### Cell outlines without signal wires

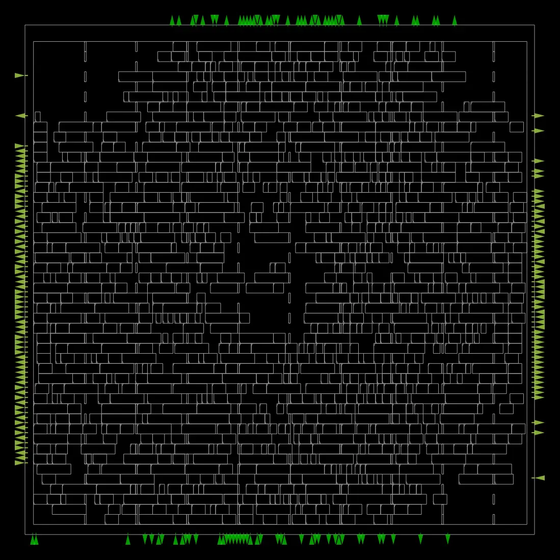
### Sizing map

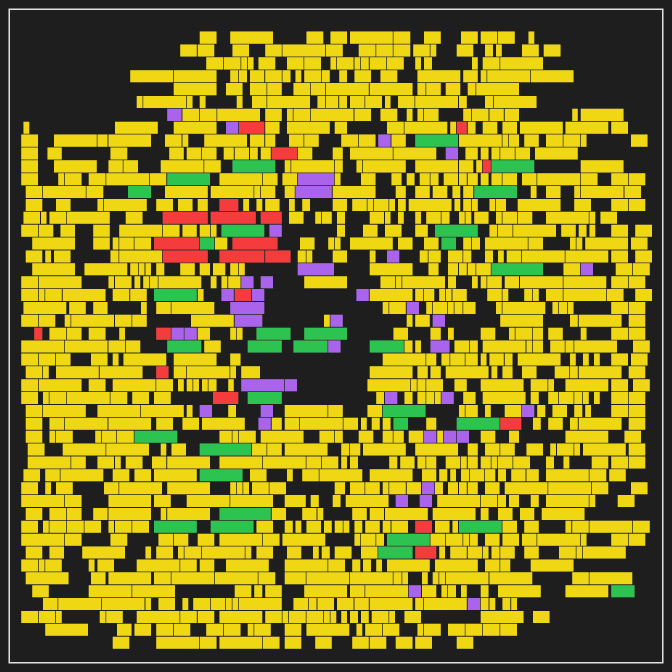
--- config.mk ---
export PLATFORM = sky130hd
export DESIGN_NAME = fetch_stage
export DESIGN_NICKNAME = d
export VERILOG_FILES = /design/src/rtl/fetch_stage.sv
export SDC_FILE = /design/constraint.sdc
export NUM_CORES = 1
export LEC_CHECK = 0
export CAP_MARGIN = 20
export CORE_MARGIN = 2
export CORE_UTILIZATION = 51
export DETAILED_ROUTE_END_ITERATION = 16
export PLACE_DENSITY = 0.8
export SETUP_SLACK_MARGIN = 0.4
export SLEW_MARGIN = 10
export SYNTH_ARGS = -nofsm -noshare
export SYNTH_HDL_FRONTEND = slang
export SYNTH_SLANG_ARGS = --single-unit
export TNS_END_PERCENT = 100
--- constraint.sdc ---
create_clock -name clk -period 3.2 [get_ports clk]
set_input_delay 0.8 -clock clk [delete_from_list [all_inputs] [get_ports clk]]
set_output_delay 0.8 -clock clk [all_outputs]
set_load 0.005 [all_outputs]
--- src/rtl/fetch_stage.sv ---
// Instruction fetch stage: REQ/WAIT/HOLD request FSM, one outstanding memory request, one-entry hold buffer.
// Optional misaligned-redirect trap enabled by defining FETCH_MISALIGN_TRAP_EN (adds MisalignErr).
module fetch_stage #(
  parameter logic [31:0] RESET_PC  = 32'h0000_0000,
  parameter logic [31:0] NOP_INSTR = 32'h0000_0013
) (
  input  logic        clk,
  input  logic        reset_n,
  input  logic        PCSrc,
  input  logic [31:0] PCTarget,
  input  logic        Stall,
  output logic        IReqValid,
  output logic [31:0] IAddr,
  input  logic        IReady,
  input  logic        IRspValid,
  input  logic [31:0] IRspData,
  output logic [31:0] InstrD,
  output logic [31:0] PCD,
  output logic [31:0] PCPlus4D,
  output logic        ValidD
`ifdef FETCH_MISALIGN_TRAP_EN
  ,
  output logic        MisalignErr
`endif
);

  typedef enum logic [1:0] {
    S_REQ  = 2'd0,
    S_WAIT = 2'd1,
    S_HOLD = 2'd2
  } state_t;

  state_t      state_r, state_s;
  logic [31:0] pcf_r, pcf_s, pcf_plus4_s, target_s;
  logic        kill_r, kill_s;
  logic [31:0] buf_instr_r, buf_instr_s, buf_pc_r, buf_pc_s;
  logic [31:0] instrd_r, instrd_s, pcd_r, pcd_s, pcplus4d_r, pcplus4d_s;
  logic        validd_r, validd_s;
  logic        bad_target_s, halted_s, load_s, buffer_s, unbuf_s, ireqvalid_s;

`ifdef FETCH_MISALIGN_TRAP_EN
  logic misalign_r;

  assign bad_target_s = PCSrc && (PCTarget[1:0] != 2'b00);
  assign halted_s     = misalign_r;
  assign target_s     = PCTarget;
  assign MisalignErr  = misalign_r;

  // Sticky misaligned-redirect flag, cleared only by reset
  always_ff @(posedge clk or negedge reset_n) begin
    if (!reset_n) begin
      misalign_r <= 1'b0;
    end else begin
      misalign_r <= misalign_r | bad_target_s;
    end
  end
`else
  assign bad_target_s = 1'b0;
  assign halted_s     = 1'b0;
  assign target_s     = PCTarget & 32'hFFFF_FFFC;
`endif

  assign pcf_plus4_s = pcf_r + 32'd4;
  assign load_s   = (state_r == S_WAIT) && IRspValid && !PCSrc && !kill_r && !Stall;
  assign buffer_s = (state_r == S_WAIT) && IRspValid && !PCSrc && !kill_r && Stall;
  assign unbuf_s  = (state_r == S_HOLD) && !PCSrc && !Stall;

  // State register
  always_ff @(posedge clk or negedge reset_n) begin
    if (!reset_n) begin
      state_r <= S_REQ;
    end else begin
      state_r <= state_s;
    end
  end

  // Next-state and kill-flag logic; a redirect always wins over stall and responses
  always_comb begin
    state_s = state_r;
    kill_s  = kill_r;
    case (state_r)
      S_REQ: begin
        kill_s = PCSrc && IReady && !halted_s && !bad_target_s;
        if (halted_s || bad_target_s) begin
          state_s = S_REQ;
        end else if (IReady) begin
          state_s = S_WAIT;
        end else begin
          state_s = S_REQ;
        end
      end
      S_WAIT: begin
        if (PCSrc && !IRspValid && !bad_target_s) begin
          kill_s = 1'b1;
        end else if (IRspValid || bad_target_s) begin
          kill_s = 1'b0;
        end else begin
          kill_s = kill_r;
        end
        if (bad_target_s) begin
          state_s = S_REQ;
        end else if (!IRspValid) begin
          state_s = S_WAIT;
        end else if (buffer_s) begin
          state_s = S_HOLD;
        end else begin
          state_s = S_REQ;
        end
      end
      S_HOLD: begin
        kill_s = 1'b0;
        if (PCSrc || !Stall) begin
          state_s = S_REQ;
        end else begin
          state_s = S_HOLD;
        end
      end
      default: begin
        state_s = S_REQ;
        kill_s  = 1'b0;
      end
    endcase
  end

  // FSM outputs
  always_comb begin
    ireqvalid_s = 1'b0;
    case (state_r)
      S_REQ:   ireqvalid_s = !halted_s;
      S_WAIT:  ireqvalid_s = 1'b0;
      S_HOLD:  ireqvalid_s = 1'b0;
      default: ireqvalid_s = 1'b0;
    endcase
  end

  // PC, hold buffer and decode-slot next values; an unstalled slot with nothing new becomes a bubble
  always_comb begin
    pcf_s       = pcf_r;
    buf_instr_s = buf_instr_r;
    buf_pc_s    = buf_pc_r;
    instrd_s    = instrd_r;
    pcd_s       = pcd_r;
    pcplus4d_s  = pcplus4d_r;
    validd_s    = validd_r;

    if (PCSrc) begin
      pcf_s = target_s;
    end else if (load_s || buffer_s) begin
      pcf_s = pcf_plus4_s;
    end else begin
      pcf_s = pcf_r;
    end

    if (buffer_s) begin
      buf_instr_s = IRspData;
      buf_pc_s    = pcf_r;
    end else if (PCSrc || unbuf_s) begin
      buf_instr_s = NOP_INSTR;
      buf_pc_s    = 32'h0000_0000;
    end else begin
      buf_instr_s = buf_instr_r;
      buf_pc_s    = buf_pc_r;
    end

    if (PCSrc) begin
      instrd_s = NOP_INSTR;
      validd_s = 1'b0;
    end else if (Stall) begin
      instrd_s = instrd_r;
      validd_s = validd_r;
    end else if (load_s) begin
      instrd_s   = IRspData;
      pcd_s      = pcf_r;
      pcplus4d_s = pcf_plus4_s;
      validd_s   = 1'b1;
    end else if (unbuf_s) begin
      instrd_s   = buf_instr_r;
      pcd_s      = buf_pc_r;
      pcplus4d_s = buf_pc_r + 32'd4;
      validd_s   = 1'b1;
    end else begin
      instrd_s = NOP_INSTR;
      validd_s = 1'b0;
    end
  end

  // Datapath registers
  always_ff @(posedge clk or negedge reset_n) begin
    if (!reset_n) begin
      pcf_r       <= RESET_PC;
      kill_r      <= 1'b0;
      buf_instr_r <= NOP_INSTR;
      buf_pc_r    <= 32'h0000_0000;
      instrd_r    <= NOP_INSTR;
      pcd_r       <= 32'h0000_0000;
      pcplus4d_r  <= 32'h0000_0000;
      validd_r    <= 1'b0;
    end else begin
      pcf_r       <= pcf_s;
      kill_r      <= kill_s;
      buf_instr_r <= buf_instr_s;
      buf_pc_r    <= buf_pc_s;
      instrd_r    <= instrd_s;
      pcd_r       <= pcd_s;
      pcplus4d_r  <= pcplus4d_s;
      validd_r    <= validd_s;
    end
  end

  assign IReqValid = ireqvalid_s;
  assign IAddr     = pcf_r;
  assign InstrD    = instrd_r;
  assign PCD       = pcd_r;
  assign PCPlus4D  = pcplus4d_r;
  assign ValidD    = validd_r;

endmodule

==> impl_table.tex <==
% Implementation results table
\begin{tabular}{lr}
\hline
Metric & Value \\
\hline
\multicolumn{2}{l}{\textbf{Power}} \\
\quad Final Total Pwr & 6.90 mW \\
\quad Share of total power in combinational logic & 22.9\% \\
\quad Switch Pwr & approximately 1.9 mW \\
\quad P\_leak & 5.35 nW \\
\quad Power share of the sequential group & 45.3\% \\
\quad Total power density per cell area & approximately 580 mW/mm\^{}2 \\
\multicolumn{2}{l}{\textbf{Cells and area}} \\
\quad Total inserted antenna cells & 0 \\
\quad Multi-input gate share of total cell area & 31.7\% \\
\quad Fillers & roughly 1,300 \\
\quad Area of the multi-input gates & $\sim$0.0038 mm\^{}2 \\
\quad Design Area, Final & $\sim$0.012 mm\^{}2 \\
\quad Multi-input gate count & 541 \\
\quad Area growth from synthesis to layout & 31.3\% \\
\quad Clkbuf count & 18 \\
\multicolumn{2}{l}{\textbf{Run}} \\
\quad Count of maximum capacitance violations & 0 \\
\multicolumn{2}{l}{\textbf{CTS}} \\
\quad Number of levels the H-tree was split into & 4 \\
\quad Clk slew on worst S/H paths & about 0.07 ns \\
\quad Clock Sink Count & 190 \\
\quad Clk Tree Root Cell & sky130\_fd\_sc\_hd\_\_clkbuf\_16 \\
\quad Number of buffers inserted to repair setup after CTS & 0 \\
\quad Clock buffers created by TritonCTS & 17 \\
\quad Number of buffers on the longest clock path & 2 \\
\multicolumn{2}{l}{\textbf{Route}} \\
\quad Routed length per placed instance & between 20 and 25 um \\
\quad DRT antenna net count & 0 \\
\quad Via count & 7,828 \\
\quad Count of routing violations after the opening detailed-route iteration & between 1,000 and 1,500 \\
\quad Top routing layer in use & met4 \\
\quad Metal3 WL & 2400 um \\
\quad Count of TritonRoute iterations in the first routing pass & 6 \\
\multicolumn{2}{l}{\textbf{Outcome}} \\
\quad Run status & finished, final reports clean \\
\multicolumn{2}{l}{\textbf{Final timing}} \\
\quad Measured slew at the worst slew-check pin & just over 0.8 ns \\
\quad Final slew viol count & 0 \\
\quad Clock tree skew after final layout & just under 0.009 ns \\
\quad RSZ-0062 raised after global routing & no \\
\quad Max-slew headroom & 44.4\% \\
\quad Period minus WS final & 2.59 ns \\
\quad Period utilisation layout & 80.9\% \\
\quad Post-route setup TNS & 0 ns \\
\quad Max frequency & roughly 390 MHz \\
\multicolumn{2}{l}{\textbf{Critical path}} \\
\quad Length in cells of the worst reg-to-reg path & 5 \\
\quad Count of buffer and inverter cells on the critical path & 1 \\
\quad Data required time at the worst endpoint & 2.40 ns \\
\quad Crit. path cell count & 1 \\
\quad CP startpoint kind & flop \\
\quad R2R Setup Slk & 0.69 ns \\
\quad Worst setup path startpoint & IAddr[4]\$\_DFFE\_PN0P\_ \\
\quad WS Path Type & flop to primary output \\
\multicolumn{2}{l}{\textbf{Yosys}} \\
\quad Mean Syn Cell Area & 10.4 um\^{}2 \\
\quad Share of async-settable or async-resettable flops after synthesis & 100\% \\
\quad Distinct cell type count after synthesis & 57 \\
\quad Cell Area, Synth & 0.00912 mm\^{}2 \\
\quad Total of flip-flops plus latches after synthesis & 190 \\
\quad YS chip area & 0.00912 mm\^{}2 \\
\quad Fraction of synthesized cell area taken by the top area cell type & 50.5\% \\
\quad Fraction of synthesized area in multiplexers & under 10\% \\
\quad Cell with the most instances after synthesis & sky130\_fd\_sc\_hd\_\_dfrtp\_1 \\
\multicolumn{2}{l}{\textbf{Placement}} \\
\quad Area after DPL & roughly 0.011 mm\^{}2 \\
\quad IO Port Bufs & 195 \\
\quad DP HPWL & 17,500 um \\
\multicolumn{2}{l}{\textbf{Global routing}} \\
\quad GR Util All Layers & 28.6\% \\
\quad Initial antenna violation count & 0 \\
\quad Met3 Track Usage GR & 7.95\% \\
\quad Met2 usage in global routing & 45.3\% \\
\quad Met1 layer usage reported by global route & slightly below 40\% \\
\quad Maximum number of pins on one net before global-route repair & 83 \\
\quad Most heavily used metal layer in global routing & met2 \\
\multicolumn{2}{l}{\textbf{Die}} \\
\quad Core ar. & approximately 0.017 mm\^{}2 \\
\quad Die ar. & 0.0190 mm\^{}2 \\
\quad Tapcell count & 225 \\
\multicolumn{2}{l}{\textbf{Worst hold path}} \\
\quad Hold Path Class & input pin to async pin \\
\hline
\end{tabular}
Back to the opening pictures, 'Cell outlines without signal wires':
number of non-filler instances in the completed layout: 1,280
row cnt: 48

Back to the opening pictures, 'Sizing map':
color	size	cells
purple	x3 and x4	40
yellow	x1 and smaller	962
green	x6 and larger	32
red	x2	21

Power figures rest on the tool's default switching activity, not on a simulated workload.
